===== src/rtl/multicycle_controller.sv =====
// Control FSM for the shared-memory multi-cycle MIPS datapath.
// Outputs are decoded from state; memory-phase outputs also depend on mem_ready.
module multicycle_controller #(
  parameter int unsigned MEM_TIMEOUT = 15
) (
  input  logic       clk,
  input  logic       rst,
  input  logic [5:0] OPCcode,
  input  logic       mem_ready,
  output logic       pc_write,
  output logic       pc_write_cond,
  output logic [1:0] pc_src,
  output logic       i_or_d,
  output logic       mem_read,
  output logic       mem_write,
  output logic       ir_write,
  output logic       reg_dst,
  output logic       r31,
  output logic       reg_write,
  output logic       mem_to_reg,
  output logic       write_pc_4,
  output logic       alu_src_a,
  output logic [1:0] alu_src_b,
  output logic [1:0] alu_op,
  output logic       retire,
  output logic       illegal_op,
  output logic       bus_error,
  output logic [3:0] state
);

  typedef enum logic [3:0] {
    S_FETCH   = 4'd0,
    S_DECODE  = 4'd1,
    S_ADDR    = 4'd2,
    S_MEM_RD  = 4'd3,
    S_MEM_WR  = 4'd4,
    S_WB_MEM  = 4'd5,
    S_EX_R    = 4'd6,
    S_WB_R    = 4'd7,
    S_EX_ADDI = 4'd8,
    S_EX_SLTI = 4'd9,
    S_WB_I    = 4'd10,
    S_BRANCH  = 4'd11,
    S_JUMP    = 4'd12,
    S_JAL     = 4'd13,
    S_JR      = 4'd14
  } state_t;

  localparam logic [7:0] TIMEOUT = 8'(MEM_TIMEOUT);

  state_t     state_q, state_d;
  logic [7:0] wait_cnt;
  logic       in_wait;
  logic       timeout;

  assign in_wait = (state_q == S_FETCH) || (state_q == S_MEM_RD) || (state_q == S_MEM_WR);
  assign timeout = in_wait && !mem_ready && (wait_cnt == TIMEOUT);
  assign state   = rst ? 4'd0 : state_q;

  always_ff @(posedge clk) begin
    if (rst) begin
      state_q  <= S_FETCH;
      wait_cnt <= '0;
    end else begin
      state_q <= state_d;
      // Any exit from a wait state (including a timeout retry of FETCH) is an entry that clears the counter.
      if (in_wait && !mem_ready && !timeout)
        wait_cnt <= wait_cnt + 8'd1;
      else
        wait_cnt <= '0;
    end
  end

  always_comb begin
    state_d       = state_q;
    pc_write      = 1'b0;
    pc_write_cond = 1'b0;
    pc_src        = 2'b00;
    i_or_d        = 1'b0;
    mem_read      = 1'b0;
    mem_write     = 1'b0;
    ir_write      = 1'b0;
    reg_dst       = 1'b0;
    r31           = 1'b0;
    reg_write     = 1'b0;
    mem_to_reg    = 1'b0;
    write_pc_4    = 1'b0;
    alu_src_a     = 1'b0;
    alu_src_b     = 2'b00;
    alu_op        = 2'b00;
    retire        = 1'b0;
    illegal_op    = 1'b0;
    bus_error     = 1'b0;
    if (!rst) begin
      case (state_q)
        S_FETCH: begin
          mem_read = 1'b1;
          if (mem_ready) begin
            ir_write  = 1'b1;
            pc_write  = 1'b1;
            alu_src_b = 2'b01;
            alu_op    = 2'b01;
            state_d   = S_DECODE;
          end else if (timeout) begin
            bus_error = 1'b1;
            state_d   = S_FETCH;
          end
        end
        S_DECODE: begin
          alu_src_b = 2'b11;
          alu_op    = 2'b01;
          case (OPCcode)
            6'b000000: state_d = S_EX_R;
            6'b000001,
            6'b000010: state_d = S_ADDR;
            6'b000011: state_d = S_EX_ADDI;
            6'b000100: state_d = S_EX_SLTI;
            6'b000101: state_d = S_JUMP;
            6'b000110: state_d = S_JAL;
            6'b000111: state_d = S_JR;
            6'b001000: state_d = S_BRANCH;
            default: begin
              illegal_op = 1'b1;
              state_d    = S_FETCH;
            end
          endcase
        end
        S_ADDR: begin
          alu_src_a = 1'b1;
          alu_src_b = 2'b10;
          alu_op    = 2'b01;
          state_d   = (OPCcode == 6'b000001) ? S_MEM_RD : S_MEM_WR;
        end
        S_MEM_RD: begin
          i_or_d   = 1'b1;
          mem_read = 1'b1;
          if (mem_ready) begin
            state_d = S_WB_MEM;
          end else if (timeout) begin
            bus_error = 1'b1;
            state_d   = S_FETCH;
          end
        end
        S_MEM_WR: begin
          i_or_d    = 1'b1;
          mem_write = 1'b1;
          if (mem_ready) begin
            retire  = 1'b1;
            state_d = S_FETCH;
          end else if (timeout) begin
            bus_error = 1'b1;
            state_d   = S_FETCH;
          end
        end
        S_WB_MEM: begin
          reg_write  = 1'b1;
          mem_to_reg = 1'b1;
          retire     = 1'b1;
          state_d    = S_FETCH;
        end
        S_EX_R: begin
          alu_src_a = 1'b1;
          state_d   = S_WB_R;
        end
        S_WB_R: begin
          reg_dst   = 1'b1;
          reg_write = 1'b1;
          retire    = 1'b1;
          state_d   = S_FETCH;
        end
        S_EX_ADDI: begin
          alu_src_a = 1'b1;
          alu_src_b = 2'b10;
          alu_op    = 2'b01;
          state_d   = S_WB_I;
        end
        S_EX_SLTI: begin
          alu_src_a = 1'b1;
          alu_src_b = 2'b10;
          alu_op    = 2'b11;
          state_d   = S_WB_I;
        end
        S_WB_I: begin
          reg_write = 1'b1;
          retire    = 1'b1;
          state_d   = S_FETCH;
        end
        S_BRANCH: begin
          alu_src_a     = 1'b1;
          alu_op        = 2'b10;
          pc_write_cond = 1'b1;
          pc_src        = 2'b01;
          retire        = 1'b1;
          state_d       = S_FETCH;
        end
        S_JUMP: begin
          pc_write = 1'b1;
          pc_src   = 2'b10;
          retire   = 1'b1;
          state_d  = S_FETCH;
        end
        S_JAL: begin
          pc_write   = 1'b1;
          pc_src     = 2'b10;
          reg_write  = 1'b1;
          r31        = 1'b1;
          write_pc_4 = 1'b1;
          retire     = 1'b1;
          state_d    = S_FETCH;
        end
        S_JR: begin
          pc_write = 1'b1;
          pc_src   = 2'b11;
          retire   = 1'b1;
          state_d  = S_FETCH;
        end
        default: state_d = S_FETCH;
      endcase
    end
  end

endmodule


===== config.mk =====
export PLATFORM = sky130hd
export DESIGN_NAME = multicycle_controller
export DESIGN_NICKNAME = d
export VERILOG_FILES = /design/src/rtl/multicycle_controller.sv
export SDC_FILE = /design/constraint.sdc
export NUM_CORES = 1
export LEC_CHECK = 0
export ABC_AREA = 1
export CORE_MARGIN = 5
export CORE_UTILIZATION = 59
export CTS_BUF_LIST = sky130_fd_sc_hd__clkbuf_4
export CTS_CLUSTER_SIZE = 25
export DETAILED_ROUTE_END_ITERATION = 10
export DONT_BUFFER_PORTS = 1
export PLACE_DENSITY = 0.79
export SLEW_MARGIN = 10
export SYNTH_ARGS = -nofsm -noshare
export SYNTH_HDL_FRONTEND = slang
export SYNTH_SLANG_ARGS = --single-unit
export TNS_END_PERCENT = 10

===== constraint.sdc =====
create_clock -name clk -period 1.6 [get_ports clk]
set_input_delay 0.32 -clock clk [delete_from_list [all_inputs] [get_ports clk]]
set_output_delay 0.32 -clock clk [all_outputs]
set_load 0.02 [all_outputs]

==> results.sh <==
# implementation run metrics
export IMPL_grt_pass1_vias=1149
export IMPL_gr_total_overflow=0
export IMPL_yosysWarnings=0
export IMPL_warnings=29
export IMPL_rsz0062_at_grt="true"
export IMPL_worstMarginPinSlew_ns=0.387
export IMPL_design_area_um2=1420
export IMPL_cts_root_buf="clkbuf_4"
export IMPL_r2r_start="wait_cnt[0]"
export IMPL_clock_sinks=12
export IMPL_nets=220
export IMPL_swShare_pct=35.1
export IMPL_period_used_pct=115
export IMPL_postRouteAntennaNets=0
export IMPL_lay_top_count="nor2_1"
export IMPL_cp_common_cell="nand2_2"
export IMPL_dieWidth_um=51.8
export IMPL_portBuffers=0
export IMPL_dp_hpwl_um=2090
export IMPL_dpl_instance_area_um2=1230
export IMPL_vias=1318
export IMPL_reg2reg_to="state_q[0]"
export IMPL_cts_buffers=3
export IMPL_setup_ws_ns=-0.241
export IMPL_pwr_density_cell_nw_per_um2=531
export IMPL_antenna_found_initial=0
export IMPL_post_drt_wl_per_cell_um=14.9
export IMPL_hold_depth=1
export IMPL_core_area_um2=1690
export IMPL_lay_top_cells="35 x nor2_1, 30 x buf_4, 29 x nand2_1"
export IMPL_cp_arrival_ns=1.52
export IMPL_clock_power_share_pct=23.6
export IMPL_crit_fanout=5
export IMPL_synth_cell_area_um2=1030
export IMPL_routed_wl_um=3360
export IMPL_synthCells=178
export IMPL_cp_end_kind="output pin"
export IMPL_drcViolationCount=0
export IMPL_timing_fmax_ghz=0.543
export IMPL_finalCriticalPeriod_ns=1.84
export IMPL_diodes=0
export IMPL_timing_slew_headroom_pct=74.1
export IMPL_hold_class="in2reg"
export IMPL_crit_path_end="alu_src_a"
export IMPL_ir_drop_uv=588
export IMPL_setup_violations=13
export IMPL_gp_congestion=0.902
export IMPL_ys_cells=178
export IMPL_p_leak_nw=0.685
export IMPL_die_area_um2=2680
export IMPL_violations="setup timing"
export IMPL_avgViaCountPerCell=5.86
export IMPL_outcome="finished with violations"
export IMPL_critical_path_top_delay_family="simple AND/OR/NAND/NOR gates"
export IMPL_grtUsageTotal_pct=23.4
export IMPL_setup_worst_path_class="reg2out"
export IMPL_reg2regPathDepth=9
export IMPL_ff2ff_setup_slack_ns=0.20
export IMPL_grt_pass1_wl_um=4820
export IMPL_cts_tree="done"
-- worst min-delay path by stage --
stage                      startpoint           to
final                             rst   state_q[2]
after global routing              rst   state_q[0]
after CTS                         rst   state_q[2]
after detailed placement          rst   state_q[2]
after global placement            rst   state_q[2]
after floorplan           wait_cnt[0]  wait_cnt[0]
-- cell usage after synthesis --
| library cell | n | share of area, % |
|---|---|---|
| a21oi_1 | 9 | 4.4 |
| a21oi_4 | 1 | 1.6 |
| a31oi_1 | 1 | 0.61 |
| buf_4 | 1 | 0.73 |
| clkbuf_1 | 2 | 0.73 |
| clkinv_2 | 1 | 0.49 |
| dfxtp_1 | 12 | 23 |
| ha_1 | 1 | 1.2 |
| inv_1 | 21 | 7.7 |
| inv_2 | 1 | 0.36 |
| nand2_1 | 37 | 13 |
| nand2_2 | 2 | 1.2 |
| nand2_4 | 1 | 1.1 |
| nand3_1 | 20 | 9.7 |
| nand3_4 | 1 | 1.7 |
| nand4_1 | 1 | 0.61 |
| nor2_1 | 43 | 16 |
| nor2_2 | 3 | 1.8 |
| nor2_4 | 1 | 1.1 |
| nor3_1 | 5 | 2.4 |
| nor3_2 | 1 | 0.97 |
| nor3b_2 | 1 | 1.2 |
| nor4_1 | 1 | 0.61 |
| o211ai_1 | 1 | 0.73 |
| o21ai_0 | 4 | 1.9 |
| o221ai_1 | 1 | 0.85 |
| o22ai_1 | 1 | 0.61 |
| or2_2 | 1 | 0.61 |
| xor2_1 | 3 | 2.6 |
-- metrics by stage --
step | cells | setup TNS (ns) | setup WS (ns) | utilization (%)
finish | 225 | -1.70 | -0.241 | 84.0
global route | 225 | -2.62 | -0.322 | 84.0
CTS | 222 | -0.960 | -0.112 | 79.6
detailed placement | 217 | 0 | 0.0311 | 72.7
global placement | 217 | 0 | 0.0297 | 72.7
floorplan | 178 | -0.0894 | -0.0483 | -
-- repair_timing --
action | in CTS | in global routing
hold buffers | 0 | 0
endpoints found under the setup margin | 19 | 21
resized | 27 | 18
pin swaps | 2 | 5
buffers inserted | 2 | 3
-- area by class of cell --
class,count,area (µm²)
multi-input combinational,140,801
fill,97,270
sequential,12,255
timing repair buffer,30,225
inverter,23,93.8
clock buffer,3,22.5
tap,17,21.3
-- power groups by stage --
stage               combinational [mW]  clock [mW]  sequential (mW)
floorplan                        0.148           0            0.323
global placement                 0.203           0            0.324
detailed placement               0.208           0            0.325
CTS                              0.227       0.178            0.319
global route                     0.271       0.200            0.323
finish                           0.253       0.178            0.321
-- routing by layer --
metal  vias up  global-route usage (%)  share of wire, %
met4         0                    9.61               2.9
met1       591                    25.7                39
met3        14                    1.72               6.6
li1        633                       -                 -
met2        80                    45.6                51
met5         -                       0                 0
-- flip-flops by register name, indices dropped and copies added (netlist names) --
signal and flops:
state_q 4, wait_cnt 8
-- cell families (layout without fill, tap and decap cells) --
group	Yosys count	count (layout)	share of synthesized area, %
AND-OR/OR-AND	18	18	10.7
XOR/XNOR	3	3	2.55
adder cells (fa/ha/maj)	1	1	1.21
buffers and inverters	26	56	9.96
flip-flops	12	12	23.3
AND/OR/NAND/NOR	118	118	52.2
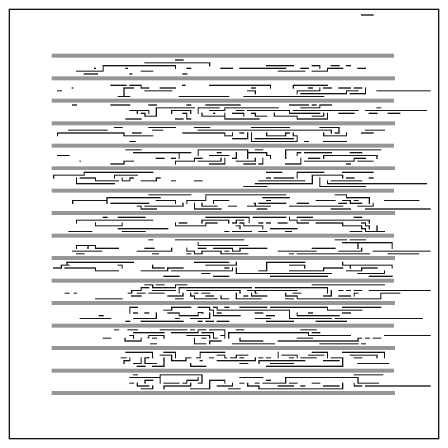
(the metal 1 layer)
Supply wires on this layer in grey.
The layer holds 39% of the routed length. The longest straight run is 16.1 µm. The layer carries 1320 µm of wire. The wires run mostly horizontal.

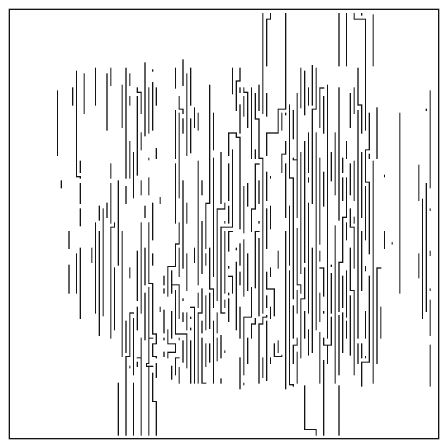
(signal wires on met2)
190 nets have wire on it. The longest straight run is 30.6 µm.

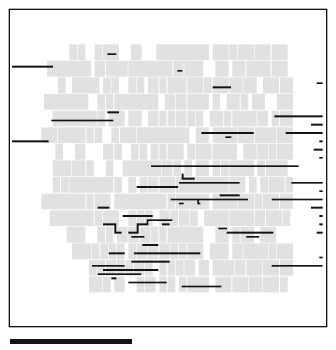
(M3 wires)
Scale bar: 20 µm. Cells faint in the background.
41 nets have wire on it. The layer carries 224 µm of wire. The longest straight run is 23.9 µm.

Power is estimated from default activity; no workload was simulated.
